--- src/rtl/mcdf_formatter_p.sv ---
// mcdf_formatter_p: packet formatter for the MCDF data path.
// Collects words for one channel at a time into a local packet buffer,
// requests the downstream bus once a packet is complete (or flushed early)
// and streams it out with start/end framing, channel id and length.
module mcdf_formatter_p #(
  parameter int DW     = 32,
  parameter int CHN    = 4,
  parameter int IDW    = 2,
  parameter int MAXLEN = 32,
  parameter int LW     = 6
) (
  input  logic           clk_i,
  input  logic           rst_i,
  input  logic           a2f_val_i,
  input  logic [IDW-1:0] a2f_id_i,
  input  logic [DW-1:0]  a2f_data_i,
  input  logic [2:0]     a2f_pkglen_sel_i,
  input  logic           a2f_end_i,
  output logic           f2a_ack_o,
  output logic           fmt_req_o,
  input  logic           fmt_grant_i,
  output logic [IDW-1:0] fmt_child_o,
  output logic [LW-1:0]  fmt_length_o,
  output logic [DW-1:0]  fmt_data_o,
  output logic           fmt_start_o,
  output logic           fmt_end_o
);

  // Buffer address width; the buffer holds exactly one maximum-length packet.
  localparam int AW = (MAXLEN > 1) ? $clog2(MAXLEN) : 1;

  typedef enum logic [1:0] {
    IDLE = 2'd0,
    FILL = 2'd1,
    REQ  = 2'd2,
    SEND = 2'd3
  } state_t;

  state_t         state;
  state_t         state_next;
  logic [IDW-1:0] pkt_id;
  logic [IDW-1:0] pkt_id_next;
  logic [LW-1:0]  pkt_len;
  logic [LW-1:0]  pkt_len_next;
  logic [LW-1:0]  count;
  logic [LW-1:0]  count_next;
  logic [LW-1:0]  rd_idx;
  logic [LW-1:0]  sel_len;
  logic           id_ok;
  logic           xfer;
  logic           wr_en;
  logic [AW-1:0]  wr_addr;

  logic [DW-1:0]  mem [MAXLEN];

  // Length select decode: 4 << sel for 0..3, MAXLEN otherwise, never above MAXLEN.
  function automatic logic [LW-1:0] decode_len(input logic [2:0] sel);
    int len;
    len = sel[2] ? MAXLEN : (4 << sel[1:0]);
    if (len > MAXLEN) begin
      len = MAXLEN;
    end
    return LW'(len);
  endfunction

  // Input handshake: open in IDLE for any existing channel, in FILL only for
  // the channel that owns the packet and only while there is room left.
  always_comb begin
    id_ok     = (int'(a2f_id_i) < CHN);
    f2a_ack_o = 1'b0;
    case (state)
      IDLE:    f2a_ack_o = id_ok;
      FILL:    f2a_ack_o = (a2f_id_i == pkt_id) && (count < pkt_len);
      default: f2a_ack_o = 1'b0;
    endcase
  end

  assign xfer    = a2f_val_i && f2a_ack_o;
  assign sel_len = decode_len(a2f_pkglen_sel_i);
  assign wr_addr = count[AW-1:0];

  // Next-state logic: packet capture, early flush, bus request and drain.
  always_comb begin
    state_next   = state;
    pkt_id_next  = pkt_id;
    pkt_len_next = pkt_len;
    count_next   = count;
    wr_en        = 1'b0;
    case (state)
      IDLE: begin
        if (xfer) begin
          wr_en        = 1'b1;
          pkt_id_next  = a2f_id_i;
          pkt_len_next = sel_len;
          count_next   = LW'(1);
          if (sel_len == LW'(1)) begin
            state_next = REQ;
          end else if (a2f_end_i) begin
            // First word arrives together with a flush: one-word packet.
            pkt_len_next = LW'(1);
            state_next   = REQ;
          end else begin
            state_next = FILL;
          end
        end
      end
      FILL: begin
        if (xfer) begin
          wr_en      = 1'b1;
          count_next = count + LW'(1);
        end
        if (count_next == pkt_len) begin
          state_next = REQ;
        end else if (a2f_end_i) begin
          // Flush: the packet shrinks to what has been collected so far.
          pkt_len_next = count_next;
          state_next   = REQ;
        end
      end
      REQ: begin
        if (fmt_grant_i) begin
          state_next = SEND;
        end
      end
      SEND: begin
        if (rd_idx == pkt_len) begin
          state_next = IDLE;
          count_next = '0;
        end
      end
      default: state_next = IDLE;
    endcase
  end

  // Control state register.
  always_ff @(posedge clk_i or posedge rst_i) begin
    if (rst_i) begin
      state   <= IDLE;
      pkt_id  <= '0;
      pkt_len <= '0;
      count   <= '0;
    end else begin
      state   <= state_next;
      pkt_id  <= pkt_id_next;
      pkt_len <= pkt_len_next;
      count   <= count_next;
    end
  end

  // Packet buffer write port; the buffer itself needs no reset.
  always_ff @(posedge clk_i) begin
    if (wr_en) begin
      mem[wr_addr] <= a2f_data_i;
    end
  end

  // Registered bus outputs; fmt_data_o doubles as the buffer read register.
  always_ff @(posedge clk_i or posedge rst_i) begin
    if (rst_i) begin
      fmt_req_o    <= 1'b0;
      fmt_child_o  <= '0;
      fmt_length_o <= '0;
      fmt_data_o   <= '0;
      fmt_start_o  <= 1'b0;
      fmt_end_o    <= 1'b0;
      rd_idx       <= '0;
    end else begin
      fmt_req_o <= (state_next == REQ);
      if ((state_next == REQ) || (state_next == SEND)) begin
        fmt_child_o  <= pkt_id_next;
        fmt_length_o <= pkt_len_next;
      end else begin
        fmt_child_o  <= '0;
        fmt_length_o <= '0;
      end
      if ((state == REQ) && fmt_grant_i) begin
        fmt_data_o  <= mem[0];
        fmt_start_o <= 1'b1;
        fmt_end_o   <= (pkt_len == LW'(1));
        rd_idx      <= LW'(1);
      end else if ((state == SEND) && (rd_idx != pkt_len)) begin
        fmt_data_o  <= mem[rd_idx[AW-1:0]];
        fmt_start_o <= 1'b0;
        fmt_end_o   <= (rd_idx == (pkt_len - LW'(1)));
        rd_idx      <= rd_idx + LW'(1);
      end else begin
        fmt_data_o  <= '0;
        fmt_start_o <= 1'b0;
        fmt_end_o   <= 1'b0;
        rd_idx      <= '0;
      end
    end
  end

endmodule

--- config.mk ---
export PLATFORM = sky130hd
export DESIGN_NAME = mcdf_formatter_p
export DESIGN_NICKNAME = d
export VERILOG_FILES = /design/src/rtl/mcdf_formatter_p.sv
export SDC_FILE = /design/constraint.sdc
export NUM_CORES = 1
export LEC_CHECK = 0
export CAP_MARGIN = 20
export CORE_UTILIZATION = 60
export CTS_BUF_LIST = sky130_fd_sc_hd__clkbuf_16
export DETAILED_ROUTE_END_ITERATION = 10
export PLACE_DENSITY_LB_ADDON = 0.05
export SLEW_MARGIN = 20
export SYNTH_ARGS = -nofsm -noshare
export SYNTH_HDL_FRONTEND = slang
export SYNTH_SLANG_ARGS = --single-unit
--- constraint.sdc ---
create_clock -name clk_i -period 13.94 [get_ports clk_i]
set_input_delay 2.788 -clock clk_i [delete_from_list [all_inputs] [get_ports clk_i]]
set_output_delay 2.788 -clock clk_i [all_outputs]
set_load 0.03 [all_outputs]
Run 1, placed cells, one colour a class:
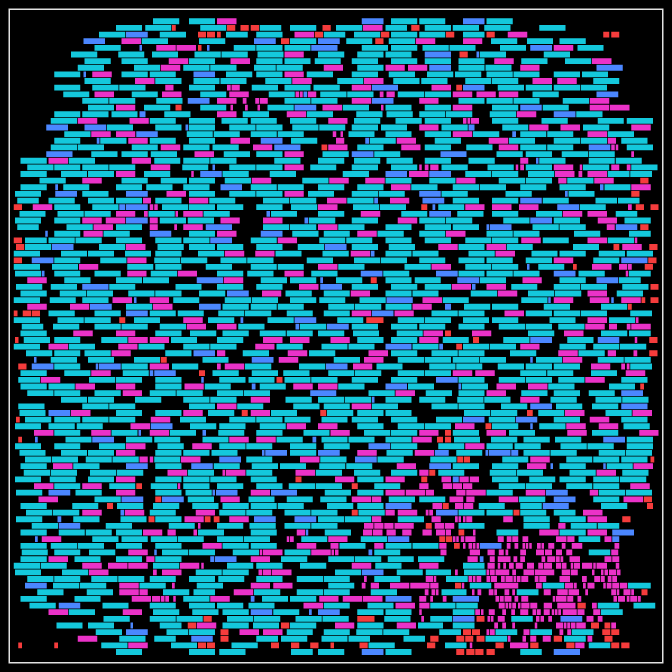
Key: clock drivers and dummy loads = blue [cells 197, share of their area 7.8%]; other buffers and delay cells = red [cells 132, share of their area 2.5%]; all other logic = magenta [cells 656, share of their area 21%]; flops = cyan [cells 1089, share of their area 69%]
# rows: 96
sequential share of cell area: 0.675
post-layout instance area: 48000 um^2

Run 1, clock nets:
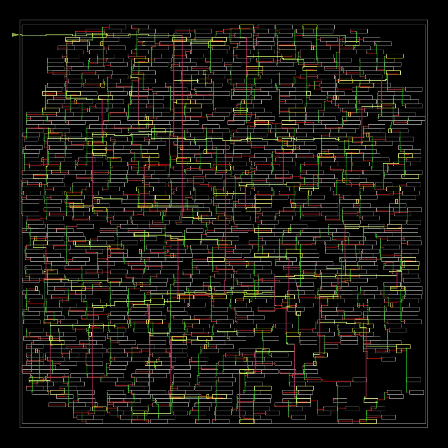
Final Skew: 22.8 ps
CTS sink count: 1089
Late-Pin Clk Latency: 660 ps
CTS Buf Count: 106

==> flow_metrics.env, run 1 <==
# flow metrics
export IMPL_status="completed"
export IMPL_syn_to_final_growth_pct=13.8
export IMPL_worstHoldPathCells=2
export IMPL_power_density_nw_per_um2=181
export IMPL_place_inst=2808
export IMPL_ys_sh_mux=0.180
export IMPL_finalNetCount=2039
export IMPL_yosys_area_share_adder=0.00356
export IMPL_placed_area_um2=44400
export IMPL_combPwrFrac=0.219
export IMPL_post_synth_ao_oa_area_fraction=0.0139
export IMPL_antenna_found_initial=2
export IMPL_final_cells=3006
export IMPL_syn_avg_cell_area_um2=22.9
export IMPL_yosys_warnings=0
export IMPL_die_x_um=267
export IMPL_grt_ovfl_total=0
export IMPL_start_kind="input port"
export IMPL_ff2ff_path_depth=7
export IMPL_drv_cap=0
export IMPL_path_max_fanout=2
export IMPL_hold_class="reg -> reg"
export IMPL_dr_first_iter_drc_count=2022
export IMPL_finalSetupViolCount=0
export IMPL_vias=19500
export IMPL_chip_area_um2=71300
export IMPL_gp_congestion=0.848
export IMPL_ys_sh_xor=0.00656
export IMPL_final_layout_top_logic_cells="edfxtp_1 (1024), mux4_2 (320), clkbuf_16 (108)"
export IMPL_synthFlopType="edfxtp_1"
export IMPL_dp_hpwl_um=50100
export IMPL_wl_per_cell_um=30.6
export IMPL_rsz0062_at_grt="false"
export IMPL_fmax_mhz=135
export IMPL_path_clk_slew_ps=60
export IMPL_p_leak_uw=0.0149
export IMPL_fillers=4177
export IMPL_edf_count=1024
export IMPL_cts_setup_buffers=0
export IMPL_grt_pass1_wl_um=136000
export IMPL_place_ws_ps=6600
export IMPL_drt_antenna_violating_nets=0
export IMPL_r2r_end="fmt_data_o[21]"
export IMPL_worstSetupEndpoint="f2a_ack_o"
export IMPL_crit_type="in -> out"
export IMPL_avgViaCountPerCell=6.47
export IMPL_yosysChipArea_um2=42200
export IMPL_ir_drop_v=0.000173
export IMPL_ys_types=61
export IMPL_fin_ws_ps=6530
export IMPL_drive_gt1_frac=0.289
export IMPL_power_uw=8700
Run 1, sequential cells grouped by signal name:
Other sequential cells in the stronger grey, the rest of the logic in the fainter grey.
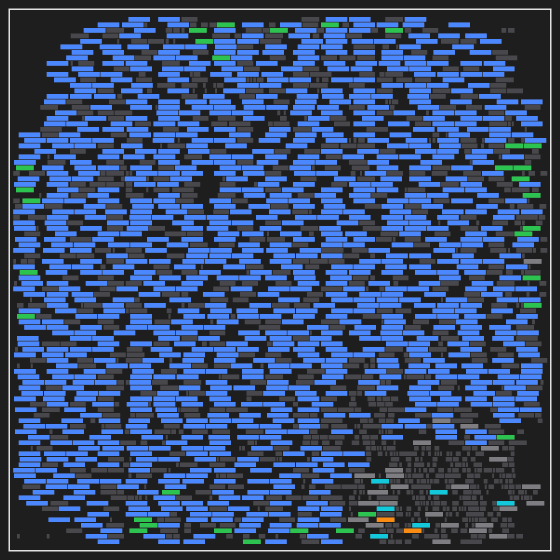
Key: state = orange [placed flops 2]; fmt_length_o = cyan [placed flops 6, where south-east]; fmt_data_o = green [placed flops 32, where widely spread]; mem = blue [placed flops 1024, where widely spread]
Final Util: 0.695
FF/Latch Area: 32400 um^2
sequential power: 3820 uW

[run 1: per-layer routing]
metal  up-vias  global-route usage  routed length [um]
met5         -                   0                   0
met4         0              0.0769                2290
li1       8053                   -                   -
met3       134              0.0489                6680
met1     10500               0.391               37100
met2       798               0.432               45900
[run 1: final cells by class]
cell class,instances,area [um^2],share of cell area
multi-input cells,642,9550,0.199
diodes,1,2.50,0.0000522
well taps,931,1160,0.0243
clock inverters,89,953,0.0199
inverters,14,55.1,0.00115
repair buffers,132,1150,0.0240
clock buffers,108,2700,0.0563
flip-flops and latches,1089,32400,0.675
[run 1: cell families after synthesis]
logic type | count (synthesis)
muxes | 359
xor gates and xnor gates | 27
DFF | 1089
buffers and inverters | 114
and+or+nand+nor | 153
AOI/OAI and AO/OA | 91
adders and majority gates | 12
[run 1: critical path: stages]
cell and delay (ps):
clkdlybuf4s50_1 440, xnor2_1 260, nand3_1 170, a21o_1 200, o21ai_0 70, clkdlybuf4s50_1 700
[run 1: power by group through the flow]
stage               combinational [uW]  clock (uW)  sequential [uW]
floorplan                         1340           0             3880
global placement                  1910           0             3880
finish                            1910        2970             3820
global route                      2030        3140             3840
detailed placement                1920           0             3890
CTS                               1940        3010             3820
[run 1: flip-flops by register name, summed over array words and instances (netlist names)]
| register | cells |
|---|---|
| state | 2 |
| fmt_start_o | 1 |
| fmt_req_o | 1 |
| fmt_end_o | 1 |
| pkt_id | 2 |
| fmt_child_o | 2 |
| rd_idx | 6 |
| mem | 1024 |
| fmt_data_o | 32 |
| fmt_length_o | 6 |
| count | 6 |
| pkt_len | 6 |
--- run 2 (diff from run 1) ---
==> constraint.sdc (replaced) <==
create_clock -name clk_i -period 7.7 [get_ports clk_i]
set_input_delay 1.54 -clock clk_i [delete_from_list [all_inputs] [get_ports clk_i]]
set_output_delay 1.54 -clock clk_i [all_outputs]
set_load 0.03 [all_outputs]
==> flow_metrics.env, run 2 <==
# flow metrics
export IMPL_status="completed"
export IMPL_cp_end_kind="output pin"
export IMPL_crit_type="in -> out"
export IMPL_rsz0062_at_grt="false"
export IMPL_rows=96
export IMPL_ctsResizeCount=0
export IMPL_yosysChipArea_um2=42200
export IMPL_port_buffer_count=85
export IMPL_fin_area_um2=48200
export IMPL_wl_met1_um=39100
export IMPL_chip_area_um2=71300
export IMPL_antenna_found_initial=3
export IMPL_edf_count=1024
export IMPL_critical_path_max_stage_delay_ps=690
export IMPL_route_met2_wl_um=46600
export IMPL_cts_setup_buffers=0
export IMPL_finalSetupViolCount=0
export IMPL_finalNetCount=2057
export IMPL_die_x_um=267
export IMPL_yosys_warnings=0
export IMPL_fmax_mhz=205
export IMPL_grt_pass1_wl_um=140000
export IMPL_tightest_slew_ps=1080
export IMPL_path_buffers=2
export IMPL_synthFlopType="edfxtp_1"
export IMPL_grt_ovfl_total=0
export IMPL_path_max_fanout=2
export IMPL_dp_hpwl_um=54900
export IMPL_placed_area_um2=44600
export IMPL_dr_pass1_iters=5
export IMPL_avgViaCountPerCell=6.48
export IMPL_largest_register_ffs=1024
export IMPL_syn_avg_cell_area_um2=22.9
export IMPL_slew_viol_final=0
export IMPL_wl_per_cell_um=31.6
export IMPL_ir_drop_v=0.000255
export IMPL_place_ws_ps=2530
export IMPL_lay_top_count="edfxtp_1"
export IMPL_core_area_um2=69100
export IMPL_syn_to_final_growth_pct=14.2
export IMPL_hold_viol_final=0
export IMPL_drive_gt1_frac=0.291
export IMPL_warnings=34
export IMPL_regMostFlops="mem"
export IMPL_clock_sinks=1089
export IMPL_path_clk_slew_ps=60
export IMPL_vias=19600
export IMPL_gp_congestion=0.869
export IMPL_crit_path_cell_trace="clkdlybuf4s50_1 > xnor2_1 > nand3_1 > a21o_1 > o21ai_0 > clkdlybuf4s50_1"
export IMPL_drv_cap=0
export IMPL_drt_antenna_violating_nets=0
export IMPL_grt_max_degree=139
export IMPL_cp_top_family="buffers and inverters"
export IMPL_final_layout_top_logic_cells="edfxtp_1 (1024), mux4_2 (320), clkbuf_16 (107)"
export IMPL_p_leak_uw=0.0150
export IMPL_slowest_stage="clkdlybuf4s50_1"
export IMPL_top_layer="met4"
export IMPL_dr_first_iter_drc_count=1913
export IMPL_cp_common_cell="clkdlybuf4s50_1"
export IMPL_reg_top3="mem: 1024 flops, fmt_data_o: 32 flops"
export IMPL_power_density_nw_per_um2=325
export IMPL_cts_tree="yes"
export IMPL_hold_class="reg -> reg"
export IMPL_start_kind="input port"
export IMPL_met3_wirelength_um=8050
export IMPL_root_buffer="clkbuf_16"
export IMPL_fin_ws_ps=2830
export IMPL_final_util=0.697
export IMPL_syn_inst=1845
export IMPL_cts_buffers=106
export IMPL_ys_types=61
## run 2: area by class of cell
| class | count | area (um^2) |
|---|---|---|
| Inverter | 14 | 55.1 |
| Antenna cell | 4 | 10.0 |
| Sequential cell | 1089 | 32400 |
| Multi-Input combinational cell | 642 | 9550 |
| Tap cell | 931 | 1160 |
| Clock inverter | 87 | 806 |
| Timing Repair Buffer | 150 | 1510 |
| Fill cell | 4143 | 20900 |
| Clock buffer | 107 | 2680 |
## run 2: worst paths after layout
check                                 start             end  slack (ps)  cells past startpoint
worst max-delay path            a2f_id_i[1]       f2a_ack_o        2830                      6
worst min-delay path             mem[0][22]  fmt_data_o[22]         490                      2
worst max register to register     count[2]      mem[4][20]        3580                      8
worst min register to register   mem[0][22]  fmt_data_o[22]         490                      2
max in group asynchronous             rst_i       rd_idx[0]        5510                      2
min in group asynchronous             rst_i  fmt_child_o[1]        1460                      2
## run 2: where the power goes
group | switching (uW) | internal, uW | leakage (uW)
sequential | 271 | 6690 | 0.0100
combinational | 1880 | 1690 | 0.00315
clock | 2160 | 2990 | 0.00176
total | 4310 | 11400 | 0.0150
## run 2: cell families (layout without fill, tap and decap cells)
group	count (synthesis)	count (layout)	synth area share
AND-OR/OR-AND	91	91	0.0139
XOR/XNOR	27	27	0.00656
adder cells (fa/ha/maj)	12	12	0.00356
buffers and inverters	114	358	0.0113
flip-flops	1089	1089	0.768
multiplexers	359	359	0.180
other	0	4	0
AND/OR/NAND/NOR	153	153	0.0167
## run 2: per-stage QoR
stage               total power (uW)  instances
floorplan                       9460       1845
global placement               10700       2814
detailed placement             10700       2823
CTS                            15800       3017
global route                   16200       3021
finish                         15700       3024
## run 2: routing by layer
metal	GRT usage	vias up
met1	0.409	10600
met2	0.435	815
met5	0	-
met4	0.0746	0
li1	-	8083
met3	0.0604	128
Run 2, clock nets:
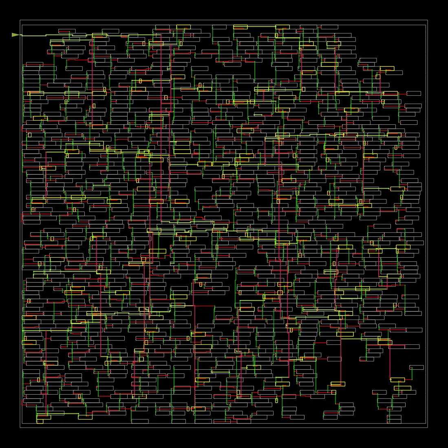
clock network power: 5150 uW
clk_buf instances: 107
Late-Pin Clk Latency: 670 ps
Final Skew: 21.3 ps
seq_cells: 1089

Run 2, sequential cells grouped by signal name:
Other sequential cells in the stronger grey, the rest of the logic in the fainter grey.
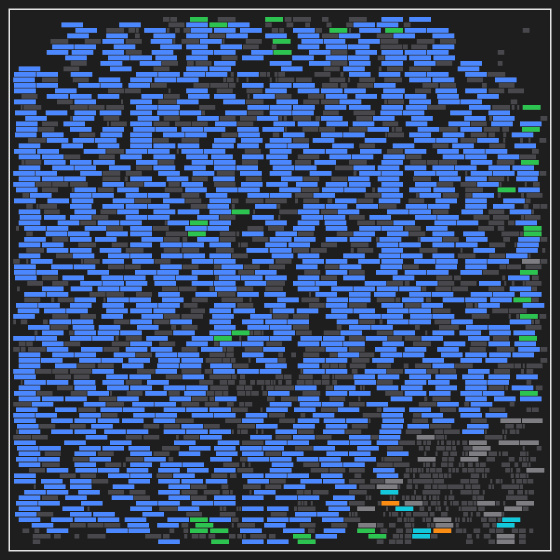
Key: state = orange [placed flops 2]; mem = blue [placed flops 1024, where widely spread]; fmt_data_o = green [placed flops 32, where widely spread]; fmt_length_o = cyan [placed flops 6, where south-east]

Run 2, placed cells, one colour a class:
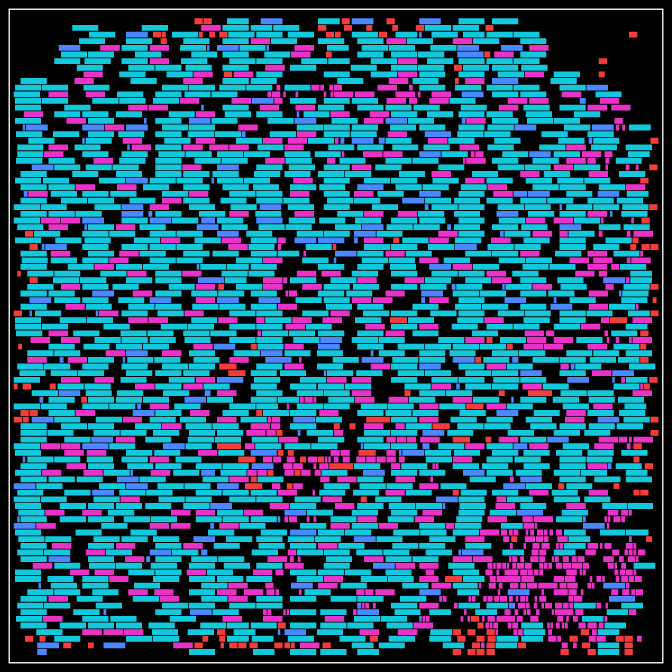
Key: all other logic = magenta [cells 656, share of their area 20%]; flops = cyan [cells 1089, share of their area 69%]; clock drivers and dummy loads = blue [cells 194, share of their area 7.4%]; other buffers and delay cells = red [cells 150, share of their area 3.2%]

Power and IR drop assume default switching activity.
